==> images/density.png <==
Scale: 1 px per µm. The die is cut into 21 by 27 equal tiles; dark purple is low, yellow is high, 0 to 100% covered.
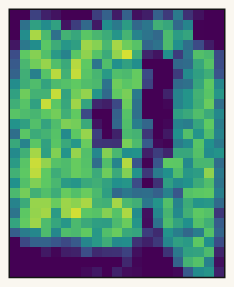
==> images/port_nets.png <==
Scale: 1.5 px per µm.
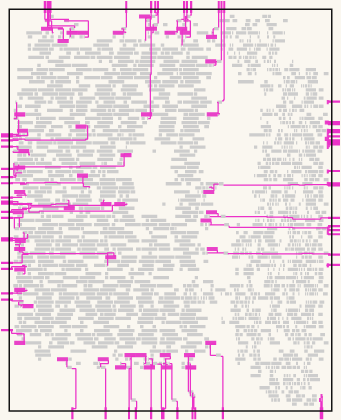
==> images/final_clocks.png <==
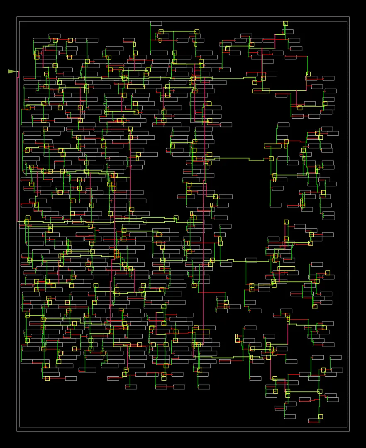
==> images/registers.png <==
Scale: 1.5 px per µm.
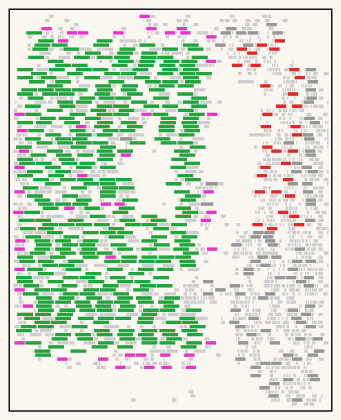
$ cat src/rtl/hex_event_stream_writer.sv
`default_nettype none
// ============================================================================
// Module   : hex_event_stream_writer
// Desc     : Queues hex-cell events in a FIFO and streams packed 64-bit
//            records into a per-frame memory buffer with capacity limiting,
//            drop accounting and frame-boundary draining.
//            Optional macro HEX_EVENT_SEQ_EN stores a per-frame sequence
//            number in each record tail.
// Revision : 1.0 - initial release
// ============================================================================
module hex_event_stream_writer #(
    parameter int FIFO_DEPTH  = 8,
    parameter int ADDR_W      = 32,
    parameter int ADDR_STRIDE = 1,
    parameter int CNT_W       = 16
) (
    input  logic              clk,
    input  logic              reset_n,
    input  logic              frame_start,
    input  logic [ADDR_W-1:0] buffer_base,
    input  logic [CNT_W-1:0]  buffer_limit,
    input  logic              in_valid,
    output logic              in_ready,
    input  logic [15:0]       q,
    input  logic [15:0]       r,
    input  logic [7:0]        depth,
    input  logic [7:0]        material,
    output logic [ADDR_W-1:0] mem_addr,
    output logic [63:0]       mem_data,
    output logic              mem_we,
    input  logic              mem_ready,
    output logic [CNT_W-1:0]  event_count,
    output logic [CNT_W-1:0]  drop_count,
    output logic              overflow,
    output logic              busy
);

    localparam int PTR_W = (FIFO_DEPTH > 1) ? $clog2(FIFO_DEPTH) : 1;
    localparam int OCC_W = PTR_W + 1;
`ifdef HEX_EVENT_SEQ_EN
    localparam int ENTRY_W = 64;
`else
    localparam int ENTRY_W = 48;
`endif
    localparam logic [OCC_W-1:0]  FULL_OCC = OCC_W'(FIFO_DEPTH);
    localparam logic [ADDR_W-1:0] STRIDE   = ADDR_W'(ADDR_STRIDE);

    typedef enum logic [1:0] {
        ST_IDLE  = 2'd0,
        ST_RUN   = 2'd1,
        ST_DRAIN = 2'd2
    } state_t;

    state_t              state_q, state_d;
    logic [PTR_W-1:0]    rd_ptr_q, rd_ptr_d;
    logic [PTR_W-1:0]    wr_ptr_q, wr_ptr_d;
    logic [OCC_W-1:0]    occ_q, occ_d;
    logic [ENTRY_W-1:0]  fifo_mem_q [FIFO_DEPTH];
    logic [ADDR_W-1:0]   write_ptr_q, write_ptr_d;
    logic [CNT_W-1:0]    limit_q, limit_d;
    logic [CNT_W-1:0]    event_count_q, event_count_d;
    logic [CNT_W-1:0]    drop_count_q, drop_count_d;
    logic                overflow_q, overflow_d;
    logic [ADDR_W-1:0]   mem_addr_q, mem_addr_d;
    logic [63:0]         mem_data_q, mem_data_d;
    logic                mem_we_q, mem_we_d;

    logic                fifo_empty;
    logic                fifo_full;
    logic                accept;
    logic                push;
    logic                drop;
    logic                pop;
    logic                rebase;
    logic [ENTRY_W-1:0]  entry_in;
    logic [ENTRY_W-1:0]  head;
    logic [63:0]         head_record;

    assign head = fifo_mem_q[rd_ptr_q];

`ifdef HEX_EVENT_SEQ_EN
    logic [15:0] seq_num;
    if (CNT_W >= 16) begin : g_seq_wide
        assign seq_num = event_count_q[15:0];
    end else begin : g_seq_narrow
        assign seq_num = {{(16-CNT_W){1'b0}}, event_count_q};
    end
    assign entry_in    = {q, r, depth, material, seq_num};
    assign head_record = head;
`else
    assign entry_in    = {q, r, depth, material};
    assign head_record = {head, 16'h0000};
`endif

    // in_ready depends only on registered occupancy, so a push never meets a full FIFO
    assign fifo_empty = (occ_q == '0);
    assign fifo_full  = (occ_q == FULL_OCC);
    assign in_ready   = (state_q == ST_RUN) && !fifo_full && !frame_start;
    assign accept     = in_valid && in_ready;
    assign push       = accept && (event_count_q < limit_q);
    assign drop       = accept && !push;
    assign pop        = !fifo_empty && (!mem_we_q || mem_ready);

    always_comb begin
        state_d = state_q;
        rebase  = 1'b0;
        case (state_q)
            ST_IDLE: begin
                if (frame_start) begin
                    rebase  = 1'b1;
                    state_d = ST_RUN;
                end
            end
            ST_RUN: begin
                if (frame_start) begin
                    if (fifo_empty && !mem_we_q) begin
                        rebase = 1'b1;
                    end else begin
                        state_d = ST_DRAIN;
                    end
                end
            end
            ST_DRAIN: begin
                // Leave on the edge that retires the final write; later pulses are ignored
                if (fifo_empty && (!mem_we_q || mem_ready)) begin
                    rebase  = 1'b1;
                    state_d = ST_RUN;
                end
            end
            default: state_d = ST_IDLE;
        endcase
    end

    always_comb begin
        rd_ptr_d      = rd_ptr_q;
        wr_ptr_d      = wr_ptr_q;
        occ_d         = occ_q;
        write_ptr_d   = write_ptr_q;
        limit_d       = limit_q;
        event_count_d = event_count_q;
        drop_count_d  = drop_count_q;
        overflow_d    = overflow_q;
        mem_addr_d    = mem_addr_q;
        mem_data_d    = mem_data_q;
        mem_we_d      = mem_we_q;

        if (push) begin
            wr_ptr_d = wr_ptr_q + PTR_W'(1);
            if (event_count_q != '1) begin
                event_count_d = event_count_q + CNT_W'(1);
            end
        end

        if (drop) begin
            overflow_d = 1'b1;
            if (drop_count_q != '1) begin
                drop_count_d = drop_count_q + CNT_W'(1);
            end
        end

        if (pop) begin
            rd_ptr_d    = rd_ptr_q + PTR_W'(1);
            mem_addr_d  = write_ptr_q;
            mem_data_d  = head_record;
            mem_we_d    = 1'b1;
            write_ptr_d = write_ptr_q + STRIDE;
        end else if (mem_we_q && mem_ready) begin
            mem_we_d = 1'b0;
        end

        case ({push, pop})
            2'b10:   occ_d = occ_q + OCC_W'(1);
            2'b01:   occ_d = occ_q - OCC_W'(1);
            default: occ_d = occ_q;
        endcase

        // Rebase only fires with the pipeline idle, so it never collides with push/pop
        if (rebase) begin
            write_ptr_d   = buffer_base;
            limit_d       = buffer_limit;
            event_count_d = '0;
            drop_count_d  = '0;
            overflow_d    = 1'b0;
        end
    end

    always_ff @(posedge clk) begin
        if (!reset_n) begin
            state_q       <= ST_IDLE;
            rd_ptr_q      <= '0;
            wr_ptr_q      <= '0;
            occ_q         <= '0;
            write_ptr_q   <= '0;
            limit_q       <= '0;
            event_count_q <= '0;
            drop_count_q  <= '0;
            overflow_q    <= 1'b0;
            mem_addr_q    <= '0;
            mem_data_q    <= '0;
            mem_we_q      <= 1'b0;
        end else begin
            state_q       <= state_d;
            rd_ptr_q      <= rd_ptr_d;
            wr_ptr_q      <= wr_ptr_d;
            occ_q         <= occ_d;
            write_ptr_q   <= write_ptr_d;
            limit_q       <= limit_d;
            event_count_q <= event_count_d;
            drop_count_q  <= drop_count_d;
            overflow_q    <= overflow_d;
            mem_addr_q    <= mem_addr_d;
            mem_data_q    <= mem_data_d;
            mem_we_q      <= mem_we_d;
        end
    end

    always_ff @(posedge clk) begin
        if (push) begin
            fifo_mem_q[wr_ptr_q] <= entry_in;
        end
    end

    assign mem_addr    = mem_addr_q;
    assign mem_data    = mem_data_q;
    assign mem_we      = mem_we_q;
    assign event_count = event_count_q;
    assign drop_count  = drop_count_q;
    assign overflow    = overflow_q;
    assign busy        = !fifo_empty || mem_we_q || (state_q == ST_DRAIN);

endmodule
`default_nettype wire

$ cat config.mk
export PLATFORM = sky130hd
export DESIGN_NAME = hex_event_stream_writer
export DESIGN_NICKNAME = d
export VERILOG_FILES = /design/src/rtl/hex_event_stream_writer.sv
export SDC_FILE = /design/constraint.sdc
export NUM_CORES = 1
export LEC_CHECK = 0
export CAP_MARGIN = 20
export CORE_ASPECT_RATIO = 1.25
export CORE_MARGIN = 1.5
export CORE_UTILIZATION = 40
export CTS_BUF_LIST = sky130_fd_sc_hd__clkbuf_4
export DETAILED_ROUTE_END_ITERATION = 8
export PLACE_DENSITY_LB_ADDON = 0.3
export REMOVE_ABC_BUFFERS = 1
export SYNTH_ARGS = -nofsm -noshare
export SYNTH_HDL_FRONTEND = slang
export SYNTH_SLANG_ARGS = --single-unit
$ cat constraint.sdc
create_clock -name clk -period 21.7 [get_ports clk]
set_input_delay 3.255 -clock clk [delete_from_list [all_inputs] [get_ports clk]]
set_output_delay 3.255 -clock clk [all_outputs]
set_load 0.005 [all_outputs]
==> impl_metrics.py <==
# Physical implementation metrics
metrics = {
    "outcome": {
        "status": "finished clean",
    },
    "min_path": {
        "worstHoldStart": "mem_addr[28]",
        "holdPathEnd": "mem_addr[28]",
        "hold_path_depth": 2,
    },
    "clock_tree": {
        "insertion_delay_ps": 930,
        "numCtsBuffers": 140,
        "cts_max_path_buffers": 3,
        "post-cts-setup-buffer-count": 0,
        "cts_resized": 0,
        "cts_root_buf": "clkbuf_4",
    },
    "final_timing": {
        "grt_setup_unrepaired": "no",
        "fin_tns_setup_ps": 0,
        "slew_violations": 0,
        "timing.hold.ws_ps": 454,
        "worst_slack_ps": 13870,
        "setup_viol": 0,
        "tightest_slew_ps": 975,
    },
    "setup_path": {
        "critPathTopFamily": "buffers and inverters",
        "start_kind": "input pin",
        "cp_data_required_time_ps": 18450,
        "cp_cell_sequence": "clkdlybuf4s50_1, nor2_1, and3_1, clkdlybuf4s50_1",
        "crit_cells": 4,
        "r2r_slack_ps": 18070,
        "cp_num_buf_inv": 2,
        "crit_arrival_ps": 4570,
    },
    "layout": {
        "postLayoutCoreUtil_pct": 49.1,
        "drive_gt1_share_pct": 19.2,
        "layout.nets": 1954,
        "inv_count": 32,
        "flop_area_mm2": 0.0150,
        "bufAreaShareNonClock_pct": 8.61,
        "clock_area_share_pct": 6.97,
        "nFillCells": 4848,
    },
    "drt": {
        "route.detailed.wl_per_inst_um": 18.9,
        "firstDrtPassIters": 5,
    },
    "logic_synthesis": {
        "ys_area_mm2": 0.0223,
        "edf_count": 384,
        "topCellsByArea": "edfxtp_1 (52%), dfxtp_1 (16%), mux4_2 (9.7%), nand2_1 (2.6%), mux2i_1 (2.2%)",
        "yosysTopAreaCell": "edfxtp_1",
        "aoi_share_pct": 6.74,
        "synth.top_cell.area_share_pct": 51.8,
        "ys.flop_type": "edfxtp_1",
        "synth_area_mm2": 0.0223,
        "yosys.stat.seqShare_pct": 67.4,
        "synth_warnings": 0,
        "synth_cell_types": 61,
        "mux_area_share_pct": 12.0,
        "xor_area_share_pct": 1.06,
    },
    "power_and_ir_drop": {
        "power.density_mw_per_mm2": 108,
        "clkPwrFrac_pct": 31.6,
        "combPwrFrac_pct": 23.7,
        "seq-power_w": 0.00131,
    },
    "floorplan": {
        "die_y_um": 267,
        "io_pins": 233,
        "die_area_mm2": 0.0571,
    },
    "run": {
        "tool_warnings": 25,
    },
    "placement": {
        "placedCellCount": 2422,
        "gp_congestion": 0.822,
        "place_area_mm2": 0.0251,
        "pre_cts_ws_ps": 13900,
    },
    "global_route": {
        "grt_pass1_wl_um": 78900,
        "grt_max_degree": 80,
    },
}
Back to the opening pictures, density.png:
densest ninth of the die: west
nearly empty tiles: 13%
emptiest ninth of the die: north-east
mean over tiles: 46%
tiles over 75% full: 13%
fullest tile: 94%

Back to the opening pictures, port_nets.png:
[`mem_data`] magenta | direction: output | edge: 19 west, 18 east, 14 north, 13 south | end cells: 64 | wire: 2100 µm

Back to the opening pictures, final_clocks.png:
clk_skew: 55.1 ps
P_clk: 0.000923 W
flip-flops: 558
CLK BUF: 214

Back to the opening pictures, registers.png:
[`fifo_mem_q`] green | placed flops: 384
[`write_ptr_q`] red | placed flops: 32
[`mem_data`] magenta | placed flops: 48

-- cell usage in the layout (no fill, tap or decap), types with 18 or more instances in the layout --
master	synthesis	routed
or4_1	18	18
nand4_1	19	19
nand2_1	157	157
clkbuf_4	0	214
o21ai_0	25	25
dfxtp_1	174	171
edfxtp_1	384	384
a211oi_1	54	54
ha_1	23	23
mux2i_1	49	49
nor2_1	101	99
inv_1	30	29
mux4_2	96	96
a21oi_1	92	92
clkdlybuf4s50_1	0	216
nand3_1	36	36
buf_4	16	22
-- layer usage --
layer,GRT usage (%),vias to the layer above,wire (µm)
li1,-,6562,-
met1,22.3,6900,21400
met2,29.6,467,24700
met3,5.38,94,3150
met4,6.71,10,955
met5,0,-,77
Power and IR drop assume default switching activity.
